$ cat src/rtl/share_pipe_reg.sv
// share_pipe_reg: elastic DEPTH-stage register pipeline for SHARES-way masked values
// with valid/ready handshake, bubble collapse, flush and occupancy count.
module share_pipe_reg #(
   parameter int SHARES = 2,
   parameter int WIDTH  = 1,
   parameter int DEPTH  = 1
) (
   input  logic                         clk,
   input  logic                         rst_n,
   input  logic                         in_valid,
   output logic                         in_ready,
   input  logic [SHARES*WIDTH-1:0]      in_data,
   output logic                         out_valid,
   input  logic                         out_ready,
   output logic [SHARES*WIDTH-1:0]      out_data,
   input  logic                         flush,
   output logic [$clog2(DEPTH+1)-1:0]   occupancy
);
   localparam int N  = SHARES * WIDTH;
   localparam int OW = $clog2(DEPTH + 1);
   if (DEPTH < 1 || SHARES < 1 || WIDTH < 1) begin : g_bad_param
      $error("share_pipe_reg: SHARES, WIDTH and DEPTH must all be >= 1");
   end
   logic [DEPTH-1:0] v_q, v_d, v_prev, ld;
   logic [DEPTH:0]   r;
   logic [N-1:0]     d_q    [DEPTH];
   logic [N-1:0]     d_d    [DEPTH];
   logic [N-1:0]     d_prev [DEPTH];
   // Ready ripples back from the output; an empty stage is always ready.
   always_comb begin
      r[DEPTH] = out_ready;
      for (int i = DEPTH - 1; i >= 0; i--) r[i] = !v_q[i] | r[i+1];
   end
   // Data muxes are per bit; only the control enables fan out across shares.
   always_comb begin
      v_prev[0] = in_valid;
      d_prev[0] = in_data;
      for (int i = 1; i < DEPTH; i++) begin
         v_prev[i] = v_q[i-1];
         d_prev[i] = d_q[i-1];
      end
      for (int i = 0; i < DEPTH; i++) begin
         ld[i]  = !flush & r[i] & v_prev[i];
         v_d[i] = flush ? 1'b0 : r[i] ? v_prev[i] : v_q[i];
         d_d[i] = ld[i] ? d_prev[i] : d_q[i];
      end
   end
   always_ff @(posedge clk or negedge rst_n) begin
      if (!rst_n) begin
         v_q <= '0;
         for (int i = 0; i < DEPTH; i++) d_q[i] <= '0;
      end else begin
         v_q <= v_d;
         for (int i = 0; i < DEPTH; i++) d_q[i] <= d_d[i];
      end
   end
   always_comb begin
      occupancy = '0;
      for (int i = 0; i < DEPTH; i++) occupancy = occupancy + OW'(v_q[i]);
   end
   assign in_ready  = r[0] & !flush;
   assign out_valid = v_q[DEPTH-1] & !flush;
   assign out_data  = d_q[DEPTH-1];
endmodule

$ cat config.mk
export PLATFORM = sky130hd
export DESIGN_NAME = share_pipe_reg
export DESIGN_NICKNAME = d
export VERILOG_FILES = /design/src/rtl/share_pipe_reg.sv
export SDC_FILE = /design/constraint.sdc
export NUM_CORES = 1
export LEC_CHECK = 0
export CAP_MARGIN = 40
export CORE_AREA = 2 2 39 41
export CTS_CLUSTER_DIAMETER = 80
export DETAILED_ROUTE_END_ITERATION = 8
export DIE_AREA = 0 0 41 43
export SETUP_SLACK_MARGIN = 0.3
export SLEW_MARGIN = 15
export SYNTH_ARGS = -nofsm -noshare
export SYNTH_HDL_FRONTEND = slang
export SYNTH_SLANG_ARGS = --single-unit
$ cat constraint.sdc
create_clock -name clk -period 2.39 [get_ports clk]
set_clock_uncertainty 0.1 [all_clocks]
set_input_delay 0.239 -clock clk [delete_from_list [all_inputs] [get_ports clk]]
set_output_delay 0.239 -clock clk [all_outputs]
set_load 0.01 [all_outputs]
### Drive-strength map, run 1

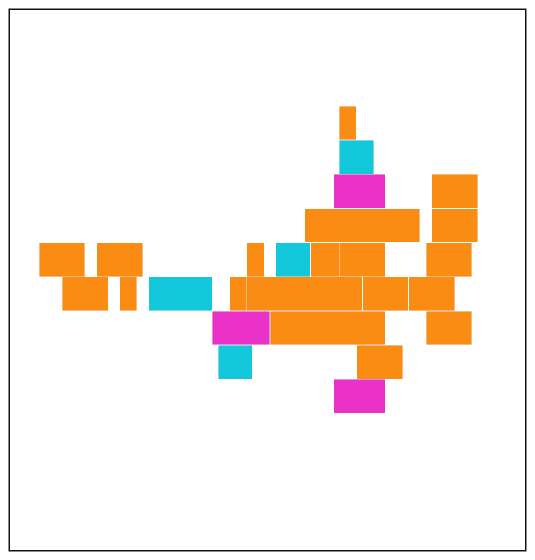
legend:
  x3 and x4:
    colour: cyan
    cells: 4
  x2:
    colour: magenta
    cells: 3
  x1 and smaller:
    colour: orange
    cells: 19

### Placed cells, one colour a class, run 1

Scale bar: 10 um. Fill, decap, tap and diode cells in grey.
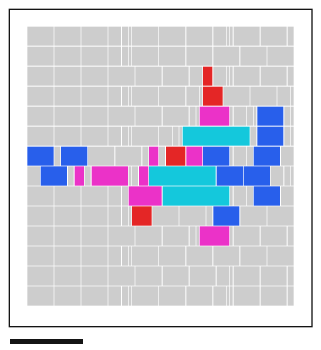
legend:
  remaining logic cells:
    colour: magenta
    cells: 8
    share_of_their_area: 24%
  remaining buffers and delay cells:
    colour: blue
    cells: 11
    share_of_their_area: 40%
  registers:
    colour: cyan
    cells: 3
    share_of_their_area: 27%
  clock drivers and dummy loads:
    colour: red
    cells: 4
    share_of_their_area: 9.5%

==> ci_impl_report.md, run 1 <==
## PnR job results

| Metric | Value |
|---|---|
| DR vias/cell | `3.38` |
| Fmax | `0.565 GHz` |
| Ys Warns | `0` |
| CP Capture Type | `output port` |
| Multi-input gate count | `8` |
| Async S/R FF share, synth | `100%` |
| Pin count of the biggest net entering global routing | `5` |
| Max-area cell share | `53.1%` |
| Critical Path Start | `out_ready` |
| Postcts setup bufs | `0` |
| Top class by area | `non-clock buffers` |
| I/O pin cnt | `12` |
| Flops after synth | `3` |
| DR WL/cell | `8.74 um` |
| Routing usage on met1 | `4.52%` |
| Synth area leaders | `dfrtp_1 53%, mux2_2 16%, nor2b_4 9.7%` |
| Share of cells above drive strength 1 | `26.9%` |
| Synthesized area | `141 um^2` |
| Largest area contributor in the netlist | `dfrtp_1` |
| Final setup vio count | `0` |
| CTS Hold Bufs | `0` |
| Routed wl met3 | `90 um` |
| Gr busiest metal | `met3` |
| Run status | `completed` |
### Metal 1, run 1

Scale bar: 10 um. Cells faint in the background.
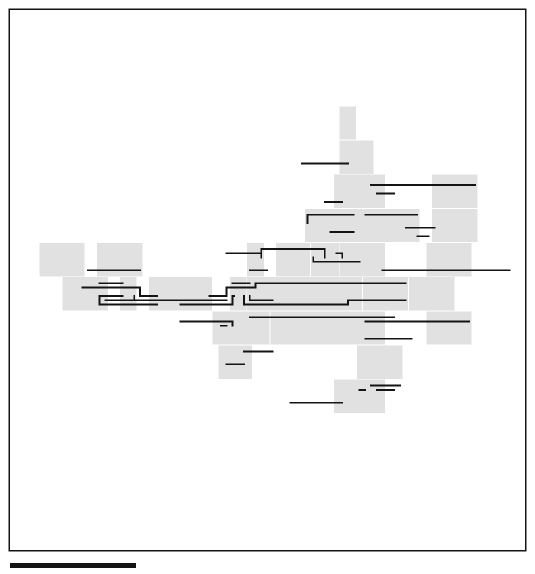
longest straight run: 12.0 um
nets with wire on the layer: 22
wire length on this layer: 163 um
main direction: horizontal

### Met2 routing, run 1

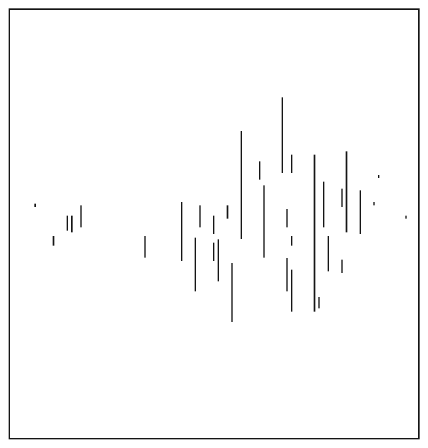
main direction: vertical
share of all routed wire: 31%
longest straight run: 15.6 um
wire length on this layer: 114 um
nets with wire on the layer: 30
Total Routed Length: 367 um
via count: 142
grt met2 use: 5.63%

==> inputs of run 2 (changes only) <==
==> constraint.sdc (replaced) <==
create_clock -name clk -period 1.7 [get_ports clk]
set_clock_uncertainty 0.1 [all_clocks]
set_input_delay 0.17 -clock clk [delete_from_list [all_inputs] [get_ports clk]]
set_output_delay 0.17 -clock clk [all_outputs]
set_load 0.01 [all_outputs]
### Met2 routing, run 2

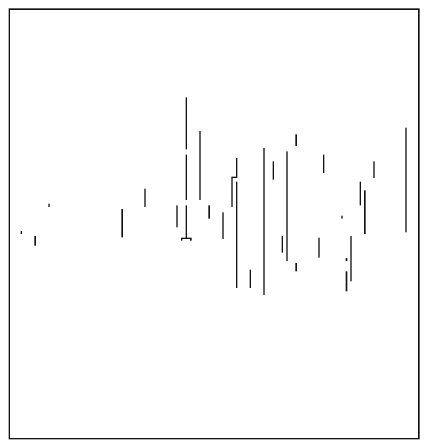
longest straight run: 14.6 um
main direction: vertical
nets with wire on the layer: 27
wire length on this layer: 109 um
share of all routed wire: 30%

==> ci_impl_report.md, run 2 <==
## PnR job results

| Metric | Value |
|---|---|
| DR WL/cell | `8.48 um` |
| Via count | `137` |
| DR vias/cell | `3.26` |
| Flops after synth | `3` |
| Final setup vio count | `0` |
| Routed wl met3 | `85 um` |
| Postcts setup bufs | `0` |
| Top class by area | `non-clock buffers` |
| Ys Warns | `0` |
| CP Capture Type | `output port` |
| Largest area contributor in the netlist | `dfrtp_1` |
| Pin count of the biggest net entering global routing | `5` |
| Multi-input gate count | `8` |
| Gr busiest metal | `met3` |
| Run status | `completed` |
| Grt met2 use | `5.00%` |
| Fmax | `0.756 GHz` |
| I/O pin cnt | `12` |
| Share of cells above drive strength 1 | `30.8%` |
| Critical Path Start | `flush` |
| Routing usage on met1 | `5.47%` |
==> inputs of run 3 (changes only) <==
==> constraint.sdc (replaced) <==
create_clock -name clk -period 1.2 [get_ports clk]
set_clock_uncertainty 0.1 [all_clocks]
set_input_delay 0.12 -clock clk [delete_from_list [all_inputs] [get_ports clk]]
set_output_delay 0.12 -clock clk [all_outputs]
set_load 0.01 [all_outputs]
### Drive-strength map, run 3

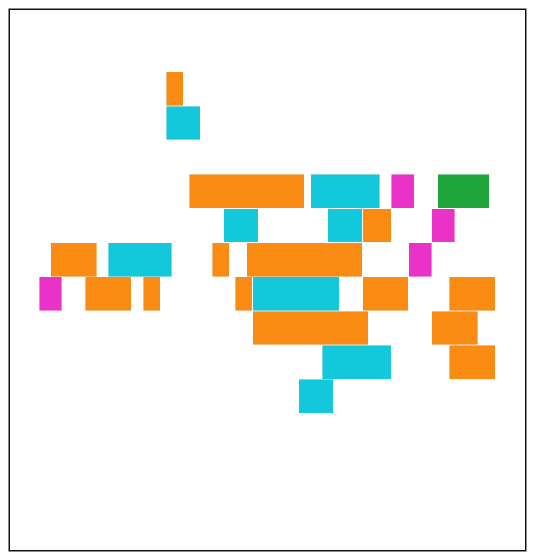
legend:
  x6 and larger:
    colour: green
    cells: 1
  x3 and x4:
    colour: cyan
    cells: 8
  x2:
    colour: magenta
    cells: 4
  x1 and smaller:
    colour: orange
    cells: 14

==> ci_impl_report.md, run 3 <==
## PnR job results

| Metric | Value |
|---|---|
| CTS Hold Bufs | `1` |
| Final setup vio count | `3` |
| Flops after synth | `3` |
| Worst Slack Setup Final | `-78.1 ps` |
| Critical Path Start | `v_q$_DFFE_PN0P_` |
| Fmax | `0.782 GHz` |
| Async S/R FF share, synth | `100%` |
| Routing usage on met1 | `8.09%` |
| Run status | `complete, but fails checks` |
| Grt met2 use | `7.50%` |
| Ys Warns | `0` |
| Share of cells above drive strength 1 | `48.1%` |
| Failing checks | `negative setup slack` |
| DR WL/cell | `9.70 um` |
| Synth area leaders | `dfrtp_1 53%, mux2_2 16%, nor2b_4 9.7%` |
| Total Routed Length | `417 um` |
| CP Capture Type | `register` |
| Postcts setup bufs | `0` |
| DR vias/cell | `3.33` |
| Routed wl met3 | `80 um` |
| Pin count of the biggest net entering global routing | `5` |
| I/O pin cnt | `12` |
